[src/rtl/serial_adder_ctrl_if.sv]
// Handshake/operand bus for serial_adder_ctrl.
//   start/a/b        : request side, driven by the operand source (master)
//   busy/done/sum/carry : status/result side, driven by the adder (slave)
interface serial_adder_ctrl_if #(
  parameter int WIDTH = 8
);
  logic             start;
  logic [WIDTH-1:0] a;
  logic [WIDTH-1:0] b;
  logic             busy;
  logic             done;
  logic [WIDTH-1:0] sum;
  logic             carry;

  modport master (output start, a, b, input busy, done, sum, carry);
  modport slave  (input start, a, b, output busy, done, sum, carry);
endinterface

[src/rtl/serial_adder_ctrl.sv]
// Bit-serial WIDTH-bit adder: one sum/carry cell, operand shift registers,
// a bit counter and a start/done handshake. Operands are added LSB-first,
// one bit per clock; sum/carry are registered and only update on entry to DONE.
// Ports:
//   clk   : rising-edge clock
//   rst_n : asynchronous active-low reset
//   bus   : slave side of serial_adder_ctrl_if (start, a, b -> busy, done, sum, carry)
module serial_adder_ctrl #(
  parameter int WIDTH = 8
) (
  input  logic                clk,
  input  logic                rst_n,
  serial_adder_ctrl_if.slave  bus
);
  localparam int             CW   = $clog2(WIDTH + 1);
  localparam logic [CW-1:0]  LAST = CW'(WIDTH - 1);

  typedef enum logic [1:0] {IDLE, SHIFT, DONE} state_t;

  state_t           state_q, state_d;
  logic [WIDTH-1:0] a_sr_q, a_sr_d;
  logic [WIDTH-1:0] b_sr_q, b_sr_d;
  logic [WIDTH-1:0] r_sr_q, r_sr_d;
  logic [WIDTH-1:0] sum_q, sum_d;
  logic [CW-1:0]    cnt_q, cnt_d;
  logic             c_q, c_d;
  logic             carry_q, carry_d;

  // Sum/carry cell and the result word with the new bit shifted in at the top.
  // The shift form keeps WIDTH=1 legal (r_sr>>1 is just 0).
  logic             s, c_nxt;
  logic [WIDTH-1:0] r_nxt;

  always_ff @(posedge clk or negedge rst_n) begin
    if (!rst_n) begin
      state_q <= IDLE;
      a_sr_q  <= '0;
      b_sr_q  <= '0;
      r_sr_q  <= '0;
      sum_q   <= '0;
      cnt_q   <= '0;
      c_q     <= 1'b0;
      carry_q <= 1'b0;
    end else begin
      state_q <= state_d;
      a_sr_q  <= a_sr_d;
      b_sr_q  <= b_sr_d;
      r_sr_q  <= r_sr_d;
      sum_q   <= sum_d;
      cnt_q   <= cnt_d;
      c_q     <= c_d;
      carry_q <= carry_d;
    end
  end

  always_comb begin
    s       = a_sr_q[0] ^ b_sr_q[0] ^ c_q;
    c_nxt   = (a_sr_q[0] & b_sr_q[0]) | (c_q & (a_sr_q[0] ^ b_sr_q[0]));
    r_nxt   = (r_sr_q >> 1) | (WIDTH'(s) << (WIDTH - 1));

    state_d = state_q;
    a_sr_d  = a_sr_q;
    b_sr_d  = b_sr_q;
    r_sr_d  = r_sr_q;
    sum_d   = sum_q;
    cnt_d   = cnt_q;
    c_d     = c_q;
    carry_d = carry_q;

    unique case (state_q)
      IDLE: begin
        if (bus.start) begin
          a_sr_d  = bus.a;
          b_sr_d  = bus.b;
          r_sr_d  = '0;
          cnt_d   = '0;
          c_d     = 1'b0;
          state_d = SHIFT;
        end
      end
      SHIFT: begin
        c_d    = c_nxt;
        a_sr_d = a_sr_q >> 1;
        b_sr_d = b_sr_q >> 1;
        r_sr_d = r_nxt;
        cnt_d  = cnt_q + CW'(1);
        // Last bit: publish the result directly from the shift-in value so
        // the outputs move exactly once, on entry to DONE.
        if (cnt_q == LAST) begin
          sum_d   = r_nxt;
          carry_d = c_nxt;
          state_d = DONE;
        end
      end
      DONE:    state_d = IDLE;
      default: state_d = IDLE;
    endcase
  end

  assign bus.busy  = (state_q != IDLE);
  assign bus.done  = (state_q == DONE);
  assign bus.sum   = sum_q;
  assign bus.carry = carry_q;
endmodule

[src/flat_wrapper.sv]
// flat-port wrapper written by rule: the top's interface ports become plain ports
module serial_adder_ctrl_flat 
#(
  parameter int WIDTH = 8
)
  (clk, rst_n, bus_start, bus_a, bus_b, bus_busy, bus_done, bus_sum, bus_carry);
  serial_adder_ctrl_if #(.WIDTH(WIDTH)) bus_i ();
  input  logic clk;
  input  logic rst_n;
  input wire logic [$bits(bus_i.start)-1:0] bus_start;
  input wire logic [$bits(bus_i.a)-1:0] bus_a;
  input wire logic [$bits(bus_i.b)-1:0] bus_b;
  output wire logic [$bits(bus_i.busy)-1:0] bus_busy;
  output wire logic [$bits(bus_i.done)-1:0] bus_done;
  output wire logic [$bits(bus_i.sum)-1:0] bus_sum;
  output wire logic [$bits(bus_i.carry)-1:0] bus_carry;
  assign bus_i.start = bus_start;
  assign bus_i.a = bus_a;
  assign bus_i.b = bus_b;
  assign bus_busy = bus_i.busy;
  assign bus_done = bus_i.done;
  assign bus_sum = bus_i.sum;
  assign bus_carry = bus_i.carry;
  serial_adder_ctrl #(.WIDTH(WIDTH)) u_core (.clk(clk), .rst_n(rst_n), .bus(bus_i));
endmodule
[config.mk]
export PLATFORM = sky130hd
export DESIGN_NAME = serial_adder_ctrl_flat
export DESIGN_NICKNAME = d
export VERILOG_FILES = /design/src/rtl/serial_adder_ctrl_if.sv /design/src/rtl/serial_adder_ctrl.sv /design/src/flat_wrapper.sv
export SDC_FILE = /design/constraint.sdc
export NUM_CORES = 1
export LEC_CHECK = 0
export CAP_MARGIN = 15
export CELL_PAD_IN_SITES_DETAIL_PLACEMENT = 0
export CELL_PAD_IN_SITES_GLOBAL_PLACEMENT = 1
export CORE_AREA = 4 4 94 61
export DETAILED_ROUTE_END_ITERATION = 12
export DIE_AREA = 0 0 98 65
export DONT_BUFFER_PORTS = 1
export GPL_TIMING_DRIVEN = 0
export PLACE_DENSITY_LB_ADDON = 0.1
export SLEW_MARGIN = 20
export SYNTH_ARGS = -nofsm -noshare
export SYNTH_HDL_FRONTEND = slang
export SYNTH_SLANG_ARGS = --single-unit
[constraint.sdc]
create_clock -name clk -period 2.2 [get_ports clk]
set_clock_uncertainty 0.05 [all_clocks]
set_input_delay 0.44 -clock clk [delete_from_list [all_inputs] [get_ports clk]]
set_output_delay 0.44 -clock clk [all_outputs]
set_load 0.02 [all_outputs]
**Placement view**

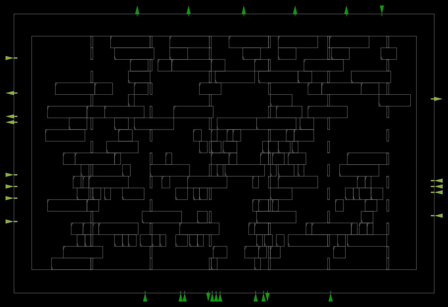
fraction of standard cell area that is sequential: 53.24%
site row count: 20
tap cells: 66
core area: 0.004880 mm^2

**M3 wires**

Scale bar: 20 um.
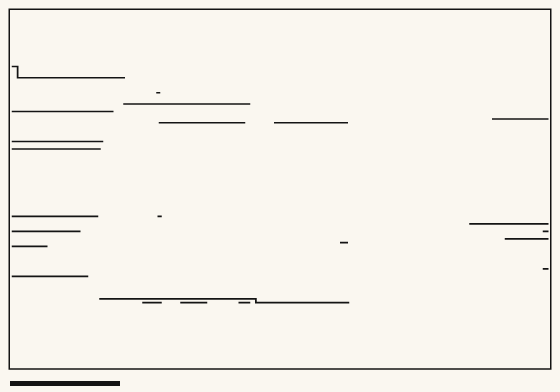
nets with wire on the layer	18
wire length on this layer	262 um
longest straight run	28.3 um
main direction	horizontal
share of all routed wire	7.2%
grt met3 use: 4.946%
final WL: 3654 um
total number of vias: 1106

**Cell density map**

10 x 6 tiles, from black (low) to pale yellow (high), 0 to 100% covered.
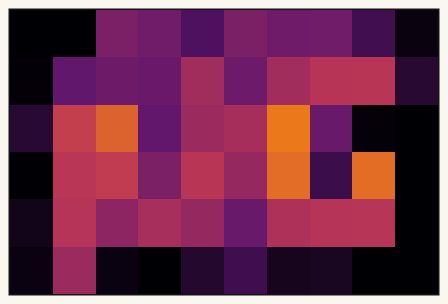
nearly empty tiles	18%
densest ninth of the die	middle
fullest tile	69%
mean over tiles	28%

==> job_summary.md <==
## Synthesis and layout report

| Metric | Value |
|---|---|
| Outcome | completed |
| RR Startpoint | u_core.cnt_q[0] |
| Clock net power | 0.000471 W |
| Vias per Instance | 5.144 |
| Drc violations | 0 |
| Hold crit path type | in -> reg |
| Cell Chain, Critical Path | buf_2 -> clkbuf_1 -> or2_2 |
| Synthesized instance count | 139 |
| Largest net degree at the start of global routing | 40 |
| Flop pwr share | 48.3% |
| Post-synthesis area per instance | 11.79 um^2 |
| Number of enable flip-flop cells | 0 |
| Yosys warnings | 0 |
| Final hold vios | 0 |
| Most used flip-flop cell | dfrtp_1 |
| Cell total in the yosys stat output | 139 |
| Routability cong. | 0.6747 |
| RSZ-0062 raised after global routing | false |
| Multiplexer share | 6.870% |
| Worst setup SP type | flip-flop |
| RR Endpoint | u_core.bus.carry |
| Post_cts resized | 0 |
| Psw | 0.001007 W |
| Post-CTS Setup Inserts | 0 |
| Met2 wire len | 1484 um |
| Worst Setup Slack, final | 187.7 ps |
| R2R setup slack | 470 ps |
| Hold Crit Start | bus_start |
| Top Consumer | registers |
| Top logic family | AND-OR/OR-AND gates |
| Hold_ws | 243.7 ps |
| Arrival time at the worst endpoint | 1520 ps |
| Sw frac | 38.27% |
| Initial antenna violation count | 0 |
| Count of final setup violators | 0 |
| IO Pins | 30 |
| Sequential cell power | 0.00127 W |
| Tool warnings | 26 |
| Area grow syn2layout | 11.83% |
| Clock tree buffer depth | 2 |
| CP max-delay cell | clkbuf_1 |
| Number of global-route vias before repair | 1150 |
| Buf/Inv on CP | 2 |
| Synth flops | 39 |
| Synth Seq Share | 59.54% |
| Clk pwr share | 17.9% |
| Net Count, Synth | 160 |
| First-pass GRT wire length | 5982 um |
| Reg2Reg Depth | 4 |
| Distinct cells, synth | 24 |
| Critical Path Fanout Max | 10 |
| Top Family by Delay on Critical Path | buffers and inverters |
| Port buffer count | 0 |
| Worst setup endpoint | bus_busy |
| Slew HR | 65.60% |
| Final critical-path required period | 2012 ps |
| Hold Path End | u_core.a_sr_q[7] |
| Worst slew pin tran | 514.3 ps |
| Max Cap Violations | 0 |
| Levels on crit path | 3 |
| DRT antenna net count | 0 |
| CTS root buf | clkbuf_8 |
| GRT Total Usage | 12.33% |
| Nets | 169 |
| WL met1 | 1859 um |
| Die ar. | 0.006370 mm^2 |
| Final period utilization | 91.47% |
| Largest area contributor in the synthesized netlist | dfrtp_1 |
| Slew Limit Fails | 0 |
| Synth area leaders | dfrtp_1 (60%), mux2_2 (6.9%), a22oi_1 (6.0%) |
| Leak | 0.8159 nW |
**Selected gate families**

Scale bar: 20 um.
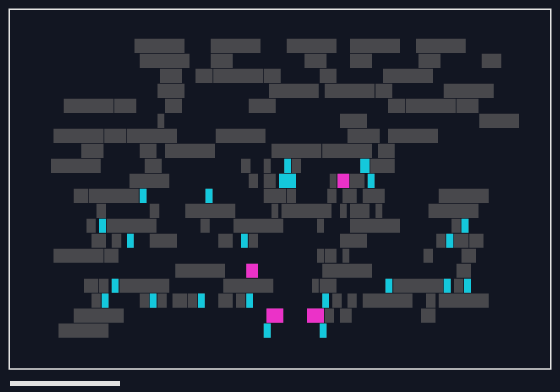
color	family	cells
magenta	AND and OR gates	4
cyan	NAND gates	22
most frequent logic cell in the layout: dfrtp_1
Final Non-Filler Cells: 215
Comb/total area: 33.86%

**Wires at chosen ports, followed through buffers**

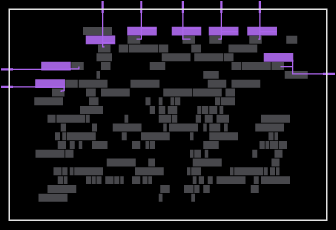
color	port	bits	direction	edge	end cells	buffers	wire
purple	bus_sum	8	output	5 top, 2 left, 1 right	8	0	135 um

## routing by layer
layer / global-route usage, % / up-vias
met5: 0 / -
met4: 4.491 / 0
met3: 4.946 / 7
met2: 16.27 / 30
met1: 17.85 / 555
li1: - / 514
## layout make-up
cell class,instances,area [um^2],area share (%)
flip-flops and latches,39,975.9,53.24
multi-input cells,90,620.6,33.86
well taps,66,82.58,4.505
clock buffers,7,76.32,4.164
plain buffers,9,38.79,2.116
repair buffers,2,30.03,1.638
clock inverters,1,5.005,0.2730
inverters,1,3.754,0.2048
## per-stage QoR
stage / std cells / area [um^2]
after detailed placement: 205 / 1722
after floorplan: 139 / 1639
after CTS: 215 / 1833
after global placement: 205 / 1722
after global routing: 215 / 1833
final: 215 / 1833
Power figures rest on the tool's default switching activity, not on a simulated workload.
